==> config.mk <==
export PLATFORM = sky130hd
export DESIGN_NAME = display_scan_controller_flat
export DESIGN_NICKNAME = d
export VERILOG_FILES = /design/src/rtl/display_pkg.sv /design/src/rtl/display_scan_controller_if.sv /design/src/rtl/scan_phase_timer.sv /design/src/rtl/display_scan_controller.sv /design/src/flat_wrapper.sv
export SDC_FILE = /design/constraint.sdc
export NUM_CORES = 1
export LEC_CHECK = 0
export CAP_MARGIN = 20
export CELL_PAD_IN_SITES_DETAIL_PLACEMENT = 1
export CELL_PAD_IN_SITES_GLOBAL_PLACEMENT = 1
export CORE_ASPECT_RATIO = 0.9
export CORE_UTILIZATION = 46
export DETAILED_ROUTE_END_ITERATION = 8
export GPL_TIMING_DRIVEN = 0
export HOLD_SLACK_MARGIN = 0.02
export PLACE_DENSITY = 0.92
export SKIP_CTS_REPAIR_TIMING = 1
export SYNTH_ARGS = -nofsm -noshare
export SYNTH_HDL_FRONTEND = slang
export SYNTH_SLANG_ARGS = --single-unit
==> constraint.sdc <==
create_clock -name clk_in -period 6.2 [get_ports clk_in]
set_input_delay 1.24 -clock clk_in [delete_from_list [all_inputs] [get_ports clk_in]]
set_output_delay 1.24 -clock clk_in [all_outputs]
set_load 0.02 [all_outputs]
==> src/rtl/display_pkg.sv <==
// Shared constants, state encoding and slice/anode helpers for the 4-digit scan display.
package display_pkg;

   localparam int NUM_DIGITS = 4;
   localparam int SEG_W      = 7;
   localparam int SEG_BUS_W  = 28;

   localparam logic [SEG_W-1:0]      SEG_BLANK = 7'h7F;
   localparam logic [NUM_DIGITS-1:0] ANODE_OFF = 4'hF;

   localparam logic [0:0] ST_BLANK = 1'b0;
   localparam logic [0:0] ST_SHOW  = 1'b1;

   typedef logic [1:0] digit_idx_t;

   function automatic logic [SEG_W-1:0] seg_slice(input logic [SEG_BUS_W-1:0] bus,
                                                  input digit_idx_t idx);
      return bus[SEG_W*int'(idx) +: SEG_W];
   endfunction

   function automatic logic [NUM_DIGITS-1:0] anode_for(input digit_idx_t idx);
      return ~(4'b0001 << idx);
   endfunction

endpackage

==> src/rtl/display_scan_controller_if.sv <==
// Scan controller control/data bundle: enable, segment bus and lamp mask in, drive lines out.
interface display_scan_controller_if;
   import display_pkg::*;

   logic                  enable_in;
   logic [SEG_BUS_W-1:0]  seg_bus_in;
   logic [NUM_DIGITS-1:0] digit_en_in;
   logic [NUM_DIGITS-1:0] anode_out;
   logic [SEG_W-1:0]      seg_out;
   logic                  frame_done_out;

   modport master (
      output enable_in, seg_bus_in, digit_en_in,
      input  anode_out, seg_out, frame_done_out
   );

   modport slave (
      input  enable_in, seg_bus_in, digit_en_in,
      output anode_out, seg_out, frame_done_out
   );

endinterface

==> src/rtl/scan_phase_timer.sv <==
// Phase tick counter; flags the terminal count of the current BLANK or SHOW phase.
module scan_phase_timer #(
   parameter int SHOW_TICKS  = 99_000,
   parameter int BLANK_TICKS = 1_000
) (
   input  logic clk,
   input  logic rst,
   input  logic clear,
   input  logic show_phase,
   output logic last
);

   localparam int MAX_TICKS = (SHOW_TICKS > BLANK_TICKS) ? SHOW_TICKS : BLANK_TICKS;
   localparam int CNT_W     = (MAX_TICKS > 1) ? $clog2(MAX_TICKS) : 1;

   localparam logic [CNT_W-1:0] SHOW_END  = CNT_W'(SHOW_TICKS - 1);
   localparam logic [CNT_W-1:0] BLANK_END = CNT_W'(BLANK_TICKS - 1);

   logic [CNT_W-1:0] cnt_r;

   assign last = (cnt_r == (show_phase ? SHOW_END : BLANK_END));

   // Count within the phase; restart at terminal count or when the scan is parked.
   always_ff @(posedge clk or posedge rst) begin
      if (rst) begin
         cnt_r <= '0;
      end else if (clear || last) begin
         cnt_r <= '0;
      end else begin
         cnt_r <= cnt_r + CNT_W'(1);
      end
   end

endmodule

==> src/rtl/display_scan_controller.sv <==
// Time-multiplexes a packed 4-digit segment bus onto active-low anodes with per-slot blanking.
module display_scan_controller
   import display_pkg::*;
#(
   parameter int SHOW_TICKS  = 99_000,
   parameter int BLANK_TICKS = 1_000
) (
   input logic                      clk_in,
   input logic                      reset_in,
   display_scan_controller_if.slave scan
);

   logic [0:0]            state_r, state_s;
   digit_idx_t            idx_r, idx_s;
   logic                  parked_r, parked_s;
   logic [SEG_BUS_W-1:0]  snap_r, snap_s;
   logic                  frame_done_s;
   logic [NUM_DIGITS-1:0] anode_r, anode_s;
   logic [SEG_W-1:0]      seg_r, seg_s;
   logic                  frame_done_r;
   logic                  phase_last_s;
   logic                  timer_clear_s;

   // Parked covers both enable low and the one restart cycle after enable returns.
   assign timer_clear_s = !scan.enable_in || parked_r;

   scan_phase_timer #(
      .SHOW_TICKS  (SHOW_TICKS),
      .BLANK_TICKS (BLANK_TICKS)
   ) u_timer (
      .clk        (clk_in),
      .rst        (reset_in),
      .clear      (timer_clear_s),
      .show_phase (state_r == ST_SHOW),
      .last       (phase_last_s)
   );

   // Next scan state, digit, snapshot and frame pulse.
   always_comb begin
      state_s      = state_r;
      idx_s        = idx_r;
      parked_s     = parked_r;
      snap_s       = snap_r;
      frame_done_s = 1'b0;
      if (!scan.enable_in) begin
         state_s  = ST_BLANK;
         idx_s    = 2'd0;
         parked_s = 1'b1;
      end else if (parked_r) begin
         parked_s = 1'b0;
      end else if (phase_last_s) begin
         case (state_r)
            ST_BLANK: begin
               state_s = ST_SHOW;
               // Latch the whole bus once per frame so a mid-scan update cannot tear.
               if (idx_r == 2'd0) begin
                  snap_s = scan.seg_bus_in;
               end else begin
                  snap_s = snap_r;
               end
            end
            ST_SHOW: begin
               state_s      = ST_BLANK;
               idx_s        = idx_r + 2'd1;
               frame_done_s = (idx_r == 2'd3);
            end
            default: begin
               state_s = ST_BLANK;
               idx_s   = 2'd0;
            end
         endcase
      end else begin
         state_s = state_r;
      end
   end

   // Drive values for the upcoming cycle; the lamp mask is applied live.
   always_comb begin
      anode_s = ANODE_OFF;
      seg_s   = SEG_BLANK;
      if ((state_s == ST_SHOW) && scan.digit_en_in[idx_s]) begin
         anode_s = anode_for(idx_s);
         seg_s   = seg_slice(snap_s, idx_s);
      end else begin
         anode_s = ANODE_OFF;
         seg_s   = SEG_BLANK;
      end
   end

   // State and registered outputs; reset darkens the display immediately.
   always_ff @(posedge clk_in or posedge reset_in) begin
      if (reset_in) begin
         state_r      <= ST_BLANK;
         idx_r        <= 2'd0;
         parked_r     <= 1'b0;
         snap_r       <= 28'h0;
         anode_r      <= ANODE_OFF;
         seg_r        <= SEG_BLANK;
         frame_done_r <= 1'b0;
      end else begin
         state_r      <= state_s;
         idx_r        <= idx_s;
         parked_r     <= parked_s;
         snap_r       <= snap_s;
         anode_r      <= anode_s;
         seg_r        <= seg_s;
         frame_done_r <= frame_done_s;
      end
   end

   assign scan.anode_out      = anode_r;
   assign scan.seg_out        = seg_r;
   assign scan.frame_done_out = frame_done_r;

endmodule

==> src/flat_wrapper.sv <==
// flat-port wrapper written by rule: the top's interface ports become plain ports
module display_scan_controller_flat import display_pkg::*;
#(
   parameter int SHOW_TICKS  = 99_000,
   parameter int BLANK_TICKS = 1_000
)
  (clk_in, reset_in, scan_enable_in, scan_seg_bus_in, scan_digit_en_in, scan_anode_out, scan_seg_out, scan_frame_done_out);
  display_scan_controller_if scan_i ();
  input logic clk_in;
  input logic reset_in;
  input wire logic [$bits(scan_i.enable_in)-1:0] scan_enable_in;
  input wire logic [$bits(scan_i.seg_bus_in)-1:0] scan_seg_bus_in;
  input wire logic [$bits(scan_i.digit_en_in)-1:0] scan_digit_en_in;
  output wire logic [$bits(scan_i.anode_out)-1:0] scan_anode_out;
  output wire logic [$bits(scan_i.seg_out)-1:0] scan_seg_out;
  output wire logic [$bits(scan_i.frame_done_out)-1:0] scan_frame_done_out;
  assign scan_i.enable_in = scan_enable_in;
  assign scan_i.seg_bus_in = scan_seg_bus_in;
  assign scan_i.digit_en_in = scan_digit_en_in;
  assign scan_anode_out = scan_i.anode_out;
  assign scan_seg_out = scan_i.seg_out;
  assign scan_frame_done_out = scan_i.frame_done_out;
  display_scan_controller #(.SHOW_TICKS(SHOW_TICKS), .BLANK_TICKS(BLANK_TICKS)) u_core (.clk_in(clk_in), .reset_in(reset_in), .scan(scan_i));
endmodule
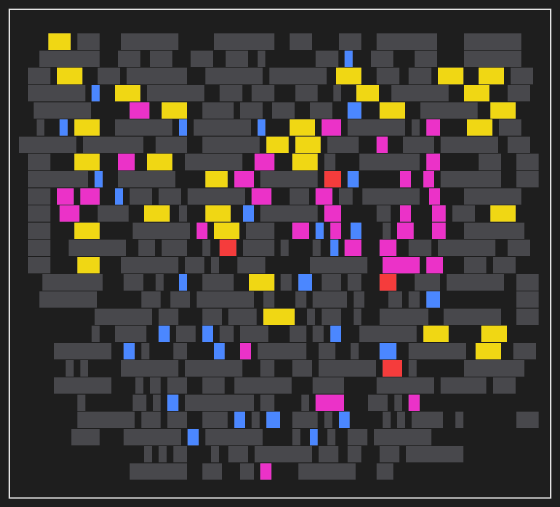
(gate-type map)
- mux cells: yellow (cells 31; most used mux2_2)
- aoi and oai cells: magenta (cells 32)
- non-inverting ao/oa cells: red (cells 4; most used o21a_1)
- nand cells: blue (cells 28; most used nand3_1)

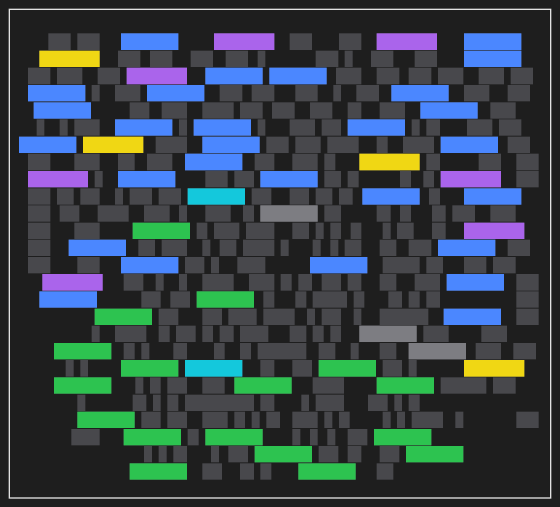
(sequential cells grouped by signal name)
- `u_core.u_timer.cnt_r`: green (flops 17)
- `u_core.scan.seg_out`: purple (flops 7)
- `u_core.scan.anode_out`: yellow (flops 4)
- `u_core.snap_r`: blue (flops 28)
- `u_core.idx_r`: cyan (flops 2)
- not colored: 3

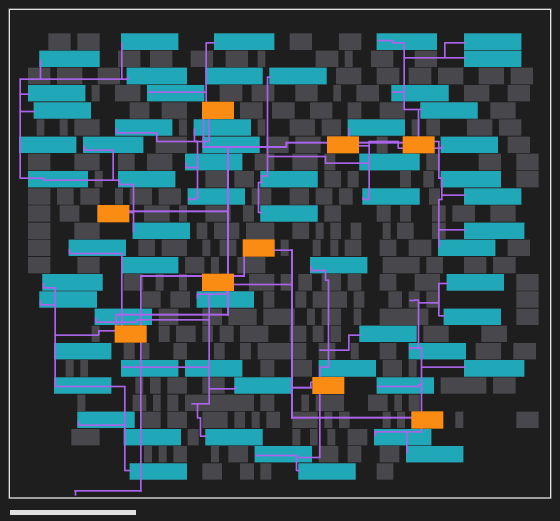
(clock wires, drivers and flops)
Bar = 20 microns.
- flip-flops: cyan (count 61)
- clock wires: purple (length 810 microns)
- clock drivers: orange (count 9)
- routed clock nets: 10

==> impl_metrics.toml <==
# physical design summary
[yosys]
edf_count = 0
fp_nets = 280

[power_and_ir_drop]
ir_drop_mv = 0.1132
power_switching_mw = 0.1736

[job]
tool_warnings = 27

[route]
wl_microns = 7718
wl_met2_microns = 3897
drt-initial-drc-count = 180

[global_route]
grt_use_met1_pct = 31.67
antenna_found_initial = 0
grt_max_degree = 39

[worst_hold_path]
hp-class = "flip-flop to flip-flop"
whs_endpoint = "u_core.u_timer.cnt_r[0]"

[layout]
layout.cells.non_filler = 375
seq_cells = 61

[worst_setup_path]
worst-path-max-fanout = 10
crit_chain = "clkdlybuf4s50_1 > nor2b_1 > nand3_1 > or4_1 > buf_2 > buf_6 > mux2_2 > a32oi_1 > o2111ai_1"
crit_required_ps = 6440
critPathLaunch = "scan_enable_in"

[outcome]
outcome = "completed"
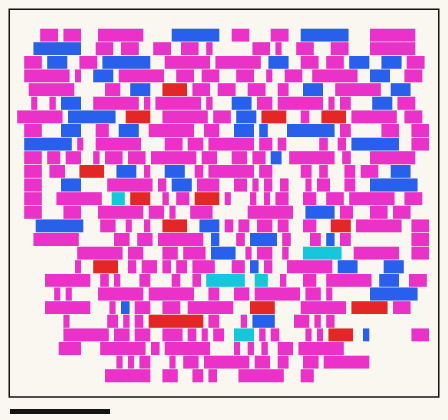
(drive-strength map)
Bar = 20 microns.
- _6 and larger: red (cells 14; share 4.6%)
- _0 and _1 cells: magenta (cells 239; share 78%)
- _3 and _4 cells: cyan (cells 5; share 1.6%)
- _2 cells: blue (cells 47; share 15%)

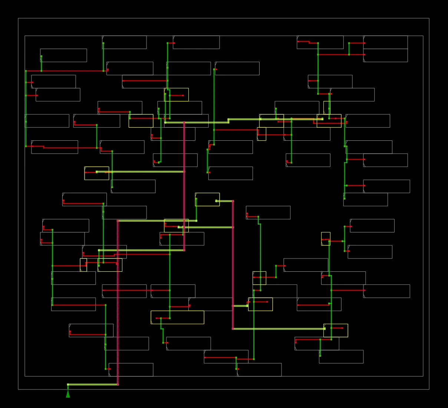
(clock wiring as the flow saved it)
P_clk: 0.351 mW
CTS Sinks: 61
Clock Skew: 4.645 ps

No activity file was given, so power comes from the tool's default toggle rates.
